<file path="src/rtl/fmad_pkg.sv">
// ============================================================================
// fmad_pkg : shared types and constants for the iterative integer MAD unit.
// Revision : 1.0
// ============================================================================
`default_nettype none

package fmad_pkg;

  // Extra sum bits beyond 2*WIDTH so the exact result of the multiply-add
  // can never wrap before the range check.
  localparam int SUM_EXTRA = 2;

  typedef enum logic [1:0] {
    S_IDLE = 2'd0,
    S_MUL  = 2'd1,
    S_ADD  = 2'd2,
    S_DONE = 2'd3
  } fmad_state_t;

  typedef struct packed {
    logic sub;
    logic negate;
    logic signedMode;
    logic accumulate;
    logic prodSign;
  } fmad_op_t;

endpackage

`default_nettype wire

</file>
<file path="src/rtl/fmad_step.sv">
// ============================================================================
// fmad_step : combinational STEP-bit partial-product generate-and-add.
// Revision  : 1.0
// ============================================================================
`default_nettype none

module fmad_step #(
  parameter int WIDTH = 8,
  parameter int STEP  = 2,
  parameter int SHW   = $clog2(2*WIDTH)
) (
  input  logic [WIDTH-1:0]   mcand_i,
  input  logic [STEP-1:0]    digit_i,
  input  logic [SHW-1:0]     shift_i,
  input  logic [2*WIDTH-1:0] pp_i,
  output logic [2*WIDTH-1:0] pp_o
);

  logic [2*WIDTH-1:0] mcand_ext;
  logic [2*WIDTH-1:0] acc;

  assign mcand_ext = {{WIDTH{1'b0}}, mcand_i};

  // One shifted copy of the multiplicand per set multiplier bit.
  always_comb begin
    acc = pp_i;
    for (int j = 0; j < STEP; j++) begin
      if (digit_i[j]) begin
        acc = acc + (mcand_ext << (32'(shift_i) + j));
      end
    end
  end

  assign pp_o = acc;

endmodule

`default_nettype wire

</file>
<file path="src/rtl/fmad_iter.sv">
// ============================================================================
// fmad_iter : iterative fused multiply-add, +/-(M1*M2) +/- A in 2*WIDTH bits,
//             STEP multiplier bits per cycle. Optional macro FMAD_SAT_EN
//             clamps out-of-range results instead of wrapping.
// Revision  : 1.0
// ============================================================================
`default_nettype none

module fmad_iter
  import fmad_pkg::*;
#(
  parameter int WIDTH = 8,
  parameter int STEP  = 2
) (
  input  logic                 clock,
  input  logic                 reset,
  input  logic                 start,
  input  logic [WIDTH-1:0]     fmadMulIn1,
  input  logic [WIDTH-1:0]     fmadMulIn2,
  input  logic [2*WIDTH-1:0]   fmadAddIn,
  input  logic                 sub,
  input  logic                 negate,
  input  logic                 signedMode,
  input  logic                 accumulate,
  output logic                 busy,
  output logic                 fmadDone,
  output logic [2*WIDTH-1:0]   fmadOut,
  output logic                 overflow
);

  localparam int N     = WIDTH / STEP;
  localparam int CNT_W = $clog2(N + 1);
  localparam int SHW   = $clog2(2 * WIDTH);
  localparam int OW    = 2 * WIDTH;
  localparam int SW    = OW + SUM_EXTRA;

  generate
    if ((WIDTH < 2) || (STEP < 1) || (WIDTH % STEP != 0)) begin : g_bad_cfg
      $error("fmad_iter: WIDTH must be >= 2 and a multiple of STEP");
    end
  endgenerate

  fmad_state_t state_q, state_d;

  fmad_op_t          op_q;
  logic [WIDTH-1:0]  mcand_q;
  logic [WIDTH-1:0]  mplier_q;
  logic [SHW-1:0]    shift_q;
  logic [CNT_W-1:0]  cnt_q;
  logic [OW-1:0]     pp_q;
  logic [OW-1:0]     addend_q;
  logic [OW-1:0]     out_q;
  logic              ovf_q;
  logic              done_q;

  logic              launch;
  logic              sign1, sign2;
  logic [WIDTH-1:0]  abs1, abs2;
  fmad_op_t          op_d;
  logic [OW-1:0]     pp_next;

  logic [SW-1:0]     prod_ext, prod_sgn, add_ext, add_sgn, sum;
  logic              ovf_d;
  logic [OW-1:0]     res_d;

  // ---------------------------------------------------------------- FSM
  always_ff @(posedge clock or posedge reset) begin
    if (reset) state_q <= S_IDLE;
    else       state_q <= state_d;
  end

  always_comb begin
    state_d = state_q;
    case (state_q)
      S_IDLE:  if (start) state_d = S_MUL;
      S_MUL:   if (cnt_q == CNT_W'(1)) state_d = S_ADD;
      S_ADD:   state_d = S_DONE;
      S_DONE:  state_d = start ? S_MUL : S_IDLE;
      default: state_d = S_IDLE;
    endcase
  end

  assign launch = start && ((state_q == S_IDLE) || (state_q == S_DONE));

  // ---------------------------------------------------------- operand latch
  // Signed operands are multiplied as magnitudes; -2^(W-1) maps onto itself,
  // which reads back correctly as an unsigned magnitude.
  always_comb begin
    sign1           = signedMode & fmadMulIn1[WIDTH-1];
    sign2           = signedMode & fmadMulIn2[WIDTH-1];
    abs1            = sign1 ? (~fmadMulIn1 + 1'b1) : fmadMulIn1;
    abs2            = sign2 ? (~fmadMulIn2 + 1'b1) : fmadMulIn2;
    op_d.sub        = sub;
    op_d.negate     = negate;
    op_d.signedMode = signedMode;
    op_d.accumulate = accumulate;
    op_d.prodSign   = sign1 ^ sign2 ^ negate;
  end

  fmad_step #(
    .WIDTH (WIDTH),
    .STEP  (STEP),
    .SHW   (SHW)
  ) u_step (
    .mcand_i (mcand_q),
    .digit_i (mplier_q[STEP-1:0]),
    .shift_i (shift_q),
    .pp_i    (pp_q),
    .pp_o    (pp_next)
  );

  // ------------------------------------------------------ exact sum + range
  always_comb begin
    prod_ext = {{SUM_EXTRA{1'b0}}, pp_q};
    prod_sgn = op_q.prodSign ? (~prod_ext + 1'b1) : prod_ext;
    add_ext  = op_q.signedMode ? {{SUM_EXTRA{addend_q[OW-1]}}, addend_q}
                               : {{SUM_EXTRA{1'b0}}, addend_q};
    add_sgn  = op_q.sub ? (~add_ext + 1'b1) : add_ext;
    sum      = prod_sgn + add_sgn;

    if (op_q.signedMode)
      ovf_d = (sum[SW-1:OW-1] != '0) && (sum[SW-1:OW-1] != '1);
    else
      ovf_d = (sum[SW-1:OW] != '0);

`ifdef FMAD_SAT_EN
    if (!ovf_d)
      res_d = sum[OW-1:0];
    else if (op_q.signedMode)
      res_d = sum[SW-1] ? {1'b1, {(OW-1){1'b0}}} : {1'b0, {(OW-1){1'b1}}};
    else
      res_d = sum[SW-1] ? {OW{1'b0}} : {OW{1'b1}};
`else
    res_d = sum[OW-1:0];
`endif
  end

  // --------------------------------------------------------------- datapath
  always_ff @(posedge clock or posedge reset) begin
    if (reset) begin
      op_q     <= '0;
      mcand_q  <= '0;
      mplier_q <= '0;
      shift_q  <= '0;
      cnt_q    <= '0;
      pp_q     <= '0;
      addend_q <= '0;
      out_q    <= '0;
      ovf_q    <= 1'b0;
      done_q   <= 1'b0;
    end else begin
      done_q <= 1'b0;
      if (launch) begin
        op_q     <= op_d;
        mcand_q  <= abs1;
        mplier_q <= abs2;
        shift_q  <= '0;
        cnt_q    <= CNT_W'(N);
        pp_q     <= '0;
        // A back-to-back launch from DONE sees the result just registered.
        addend_q <= accumulate ? out_q : fmadAddIn;
      end else if (state_q == S_MUL) begin
        pp_q     <= pp_next;
        mplier_q <= mplier_q >> STEP;
        shift_q  <= shift_q + SHW'(STEP);
        cnt_q    <= cnt_q - CNT_W'(1);
      end else if (state_q == S_ADD) begin
        out_q  <= res_d;
        ovf_q  <= ovf_d;
        done_q <= 1'b1;
      end
    end
  end

  assign busy     = (state_q != S_IDLE);
  assign fmadDone = done_q;
  assign fmadOut  = out_q;
  assign overflow = ovf_q;

endmodule

`default_nettype wire

</file>
<file path="config.mk">
export PLATFORM = sky130hd
export DESIGN_NAME = fmad_iter
export DESIGN_NICKNAME = d
export VERILOG_FILES = /design/src/rtl/fmad_pkg.sv /design/src/rtl/fmad_step.sv /design/src/rtl/fmad_iter.sv
export SDC_FILE = /design/constraint.sdc
export NUM_CORES = 1
export LEC_CHECK = 0
export CORE_ASPECT_RATIO = 0.7
export CORE_UTILIZATION = 50
export CTS_CLUSTER_SIZE = 25
export DETAILED_ROUTE_END_ITERATION = 10
export PLACE_DENSITY = 0.7
export SLEW_MARGIN = 40
export SYNTH_ARGS = -nofsm -noshare
export SYNTH_HDL_FRONTEND = slang
export SYNTH_HIERARCHICAL = 1
export SYNTH_SLANG_ARGS = --single-unit
</file>
<file path="constraint.sdc">
create_clock -name clock -period 5.74 [get_ports clock]
set_clock_uncertainty 0.05 [all_clocks]
set_input_delay 1.148 -clock clock [delete_from_list [all_inputs] [get_ports clock]]
set_output_delay 1.148 -clock clock [all_outputs]
set_load 0.03 [all_outputs]
</file>
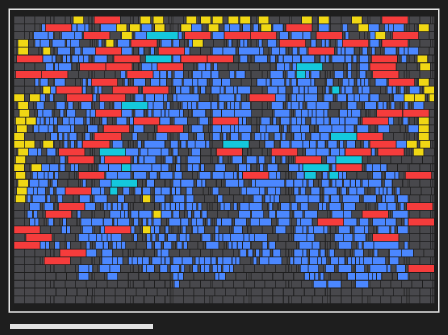
*Placed cells, one colour a class, run 1*
Scale bar: 50 um. Fill, decap, tap and diode cells in grey.
sequential cells: shown in red, cells 77, share of their area 23%. combinational and other logic: shown in blue, cells 793, share of their area 66%. remaining buffers and delay cells: shown in yellow, cells 63, share of their area 7.2%. clock drivers and dummy loads: shown in cyan, cells 16, share of their area 3.7%.
cell row count: 37
Seq/total area: 0.222
fin util: 0.586
fin area: 8670 sq um
Core Box Area: 14800 sq um

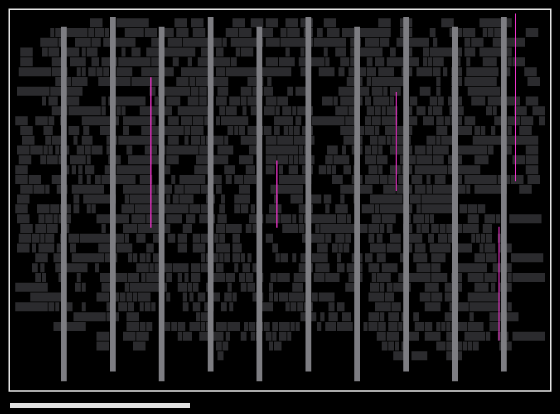
*Signal wires on met4, run 1*
Scale bar: 50 um. Supply wires on this layer in grey.
The layer carries 165 um of wire. The layer holds 0.87% of the routed length. The longest straight run is 46.2 um.
final WL: 18.8 mm
DR vias: 6666

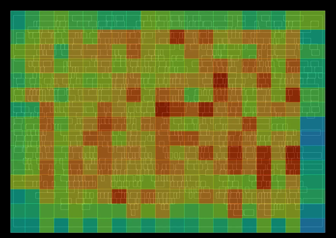
*Track usage over the die, run 1*
WL per Instance: 16.5 um
met3 Resource Use GR: 0.0429
GRT Total Usage: 0.251
global routing met1 resource utilization: 0.405

[run 1: final timing paths]
kind                                            to  slack (ns)  cells after the start
min in group asynchronous   state_q[1]$_DFFE_PP0P_        1.10                      2
min                        addend_q[1]$_DFFE_PP0P_        0.46                      2
max reg2reg                   pp_q[15]$_DFFE_PP0N_        0.63                     20
max                           pp_q[15]$_DFFE_PP0N_        0.63                     20
min reg2reg                addend_q[1]$_DFFE_PP0P_        0.46                      2
max in group asynchronous  mplier_q[0]$_DFFE_PP0N_        3.50                      3
[run 1: routing by layer]
layer	GRT usage	share of wire	routed length, um
met5	0	0	0
met3	0.0429	0.054	1020
met1	0.405	0.54	10300
met2	0.343	0.39	7390
met4	0.0440	0.0087	164
[run 1: through the flow]
step | hold WS (ns) | cells
finish | 0.463 | 1144
global route | 0.486 | 1144
CTS | 0.463 | 1144
detailed placement | 0.446 | 1128
global placement | 0.442 | 1128
floorplan | 0.423 | 911
[run 1: registers in the layout, indices dropped and copies added (netlist names), 2 cells and up]
signal	count
mcand_q	8
fmadOut	16
state_q	2
op_q	3
pp_q	16
addend_q	16
cnt_q	3
shift_q	3
mplier_q	8
[run 1: final cells by class]
| type | count | area, sq um | share of cell area |
|---|---|---|---|
| repair buffers | 63 | 611 | 0.0704 |
| clock buffers | 9 | 225 | 0.0260 |
| clock inverters | 7 | 82.6 | 0.00952 |
| multi-input cells | 759 | 5450 | 0.629 |
| flip-flops and latches | 77 | 1930 | 0.222 |
| inverters | 34 | 129 | 0.0149 |
| well taps | 195 | 244 | 0.0281 |
[run 1: cells by family (layout without fill, tap and decap cells)]
kind of cell | Yosys count | in the layout | share of synthesized area
simple gates | 283 | 283 | 0.170
compound gates | 226 | 226 | 0.198
flops | 77 | 77 | 0.252
fa+ha+maj | 65 | 65 | 0.109
other cells | 1 | 4 | 0.000490
mux | 96 | 96 | 0.132
buf+inv | 75 | 113 | 0.0387
xor+xnor | 85 | 85 | 0.0992
[run 1: critical path: stages, from the launching register on]
cell and delay, ns:
dfrtp_1 0.63, mux2i_1 0.34, nor3b_1 0.24, ha_1 0.31
a21o_1 0.20, a21o_1 0.25, a2111oi_4 0.42, o21bai_1 0.16
xor2_1 0.16, mux2_2 0.29, ha_1 0.33, a21o_1 0.20
a21o_1 0.17, a21oi_1 0.17, o211ai_1 0.12, a221oi_1 0.31
xnor2_1 0.16, nand2_1 0.08, xor3_1 0.19, mux2i_1 0.14
nor2_1 0.06
==> impl_metrics.py, run 1 <==
# Auto-generated metrics
metrics = {
    "synth": {
        "syn_inst": 908,
        "synth-edff-count": 0,
        "yosys_area_sq_um": 7650,
        "synthMostInstantiatedCell": "nand2_1",
        "syn_area_sq_um": 7650,
        "synth.distinct_cells": 72,
        "async_reset_ff_frac": 1.00,
        "postSynthSeqShare": 0.252,
        "synth_area_per_cell_sq_um": 8.43,
    },
    "placement": {
        "place_area_sq_um": 8360,
        "place_ws_ns": 0.769,
        "port_buffers": 57,
        "dp_hpwl_mm": 14.8,
    },
    "clock_tree": {
        "htree_levels": 3,
        "postCtsResizedCells": 0,
        "clockBufferDepth": 2,
    },
    "final_timing": {
        "rsz0062_at_grt": "false",
        "tns_ns": 0,
        "fmax_mhz": 196,
        "finalHoldViolations": 0,
        "period_minus_slack_ns": 5.11,
        "layout_setup_ws_ns": 0.633,
    },
    "setup_path": {
        "crit_required_ns": 5.90,
        "crit_type": "reg -> reg",
        "cp-end-kind": "flop",
        "crit_path_start_kind": "flop",
    },
    "global_routing": {
        "grt_max_degree": 58,
        "grt_overflow": 0,
        "antenna_found_initial": 0,
    },
    "die": {
        "die_h_um": 106,
        "fp_util": 0.517,
    },
    "final_layout": {
        "final_cell_mix": "nand2_1 (107), nor2_1 (81), dfrtp_1 (75)",
        "lay_top_count": "nand2_1",
        "antennaDiodeCount": 0,
        "area_growth_pct": 13.3,
        "final_layout_size_suffix_gt1_frac": 0.0885,
        "fin_nets": 1048,
        "fillCellCount": 1370,
    },
    "min_path": {
        "hold_class": "reg -> reg",
        "hp-start": "addend_q[1]$_DFFE_PP0P_",
    },
    "route": {
        "ant_nets": 0,
        "drc": 0,
        "first_iter_violations": 412,
        "via_per_inst": 5.83,
    },
    "flow_run": {
        "drv_cap": 0,
    },
    "run_status": {
        "outcome": "completed",
    },
}
## Run 2: what changed since run 1
--- a/config.mk
+++ b/config.mk
@@ -7,7 +7,7 @@
 export LEC_CHECK = 0
 export CORE_ASPECT_RATIO = 0.7
 export CORE_UTILIZATION = 50
-export CTS_CLUSTER_SIZE = 25
+export CTS_CLUSTER_SIZE = 10
 export DETAILED_ROUTE_END_ITERATION = 10
 export PLACE_DENSITY = 0.7
 export SLEW_MARGIN = 40
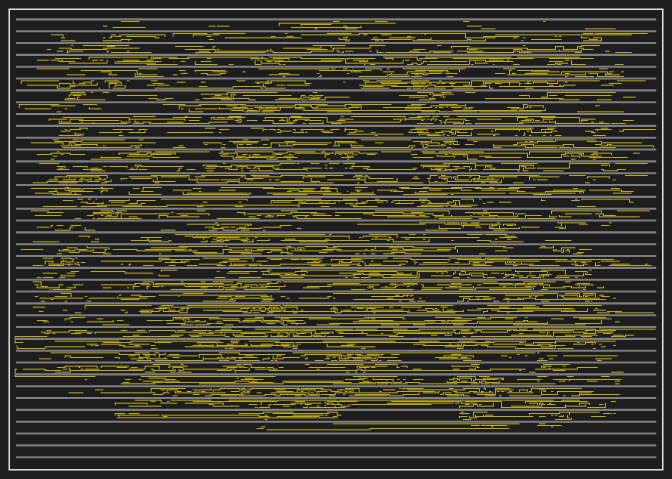
*M1 wires, run 2*
Supply wires on this layer in grey.
943 nets have wire on it. The wires run mostly horizontal.

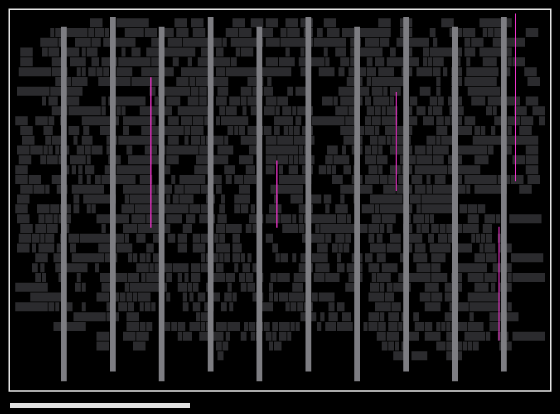
*Signal wires on met4, run 2*
Scale bar: 50 um. Supply wires on this layer in grey.
3 nets have wire on it. The wires run mostly vertical.

==> run 2 against run 1 <==
- synthesized area stayed put
- critical endpoint unchanged
- flip-flop count stayed put
- critical path depth stayed put
- via count stayed put
==> impl_metrics.py, run 2 <==
# Auto-generated metrics
metrics = {
    "setup_path": {
        "slowest_stage": "dfrtp_1",
        "worstRegToRegCells": 20,
        "cp-end-kind": "flop",
        "cpMostUsedCell": "a21o_1",
        "crit_required_ns": 5.90,
        "crit_path_start_kind": "flop",
        "crit_type": "reg -> reg",
    },
    "synth": {
        "synth_area_per_cell_sq_um": 8.43,
        "aoi_share": 0.198,
        "async_reset_ff_frac": 1.00,
        "synth.distinct_cells": 72,
        "top_logic_kind": "AND-OR/OR-AND gates",
        "xor_area_frac": 0.0992,
        "adder_share": 0.109,
        "mux_area_frac": 0.132,
        "postSynthSeqShare": 0.252,
        "synth-edff-count": 0,
    },
    "final_timing": {
        "finalHoldViolations": 0,
        "tns_ns": 0,
        "rsz0062_at_grt": "false",
        "period_minus_slack_ns": 5.11,
    },
    "clock_tree": {
        "clockBufferDepth": 2,
        "htree_levels": 3,
        "postCtsResizedCells": 0,
    },
    "final_layout": {
        "antennaDiodeCount": 0,
        "lay_top_count": "nand2_1",
        "fin_nets": 1048,
    },
    "route": {
        "routedWlPerCell_um": 16.5,
        "ant_nets": 0,
        "drc": 0,
        "first_iter_violations": 412,
    },
    "placement": {
        "port_buffers": 57,
        "dp_hpwl_mm": 14.8,
    },
    "flow_run": {
        "drv_cap": 0,
    },
    "run_status": {
        "outcome": "completed",
    },
    "die": {
        "die_h_um": 106,
        "fp_util": 0.517,
        "rows": 37,
    },
    "global_routing": {
        "grt_use_met1": 0.405,
        "grt_overflow": 0,
        "grt_usage": 0.251,
        "use_met3": 0.0429,
    },
    "min_path": {
        "holdPathEnd": "addend_q[1]$_DFFE_PP0P_",
    },
}
==> run 2: cell counts after synthesis <==
Identical to the previous run, type by type.
==> run 2: worst max-delay path by stage <==
stage	slack, ns	end	depth (start not counted)
floorplan	0.62	pp_q[15]$_DFFE_PP0N_	23
global placement	0.82	pp_q[15]$_DFFE_PP0N_	20
detailed placement	0.77	pp_q[15]$_DFFE_PP0N_	20
CTS	0.68	pp_q[15]$_DFFE_PP0N_	20
global route	0.29	pp_q[15]$_DFFE_PP0N_	19
finish	0.63	pp_q[15]$_DFFE_PP0N_	20
==> run 2: metrics by stage <==
step	utilization	cells	area, sq um	worst slack [ns]	hold slack (ns)
final	0.586	1144	8670	0.633	0.463
after global routing	0.586	1144	8670	0.285	0.486
after CTS	0.585	1144	8670	0.683	0.463
after detailed placement	0.565	1128	8360	0.769	0.446
after global placement	0.564	1128	8360	0.817	0.442
after floorplan	-	911	7660	0.621	0.423
==> run 2: logic make-up after synthesis <==
logic type	Yosys count
AND-OR/OR-AND	226
adder cells (fa/ha/maj)	65
flip-flops	77
other	1
AND/OR/NAND/NOR	283
XOR/XNOR	85
buffers and inverters	75
multiplexers	96
==> run 2: worst max-delay path, delay by kind of cell, from the launching register on <==
family	cells	cell delay (ns)
simple gates	3	0.38
mux	3	0.77
fa+ha+maj	2	0.64
compound gates	9	2.00
flops	1	0.63
xor+xnor	3	0.51
==> run 2: final cells by class <==
| cell class | instances | area (sq um) | share of cell area |
|---|---|---|---|
| Multi-Input combinational cell | 759 | 5450 | 0.629 |
| Sequential cell | 77 | 1930 | 0.222 |
| Timing Repair Buffer | 63 | 611 | 0.0704 |
| Tap cell | 195 | 244 | 0.0281 |
| Clock buffer | 9 | 225 | 0.0260 |
| Inverter | 34 | 129 | 0.0149 |
| Clock inverter | 7 | 82.6 | 0.00952 |
==> run 2: per-layer routing <==
metal | share of wire | up-vias
met1 | 0.54 | 3154
met5 | 0 | -
met2 | 0.39 | 173
met3 | 0.054 | 13
met4 | 0.0087 | 0
li1 | - | 3326
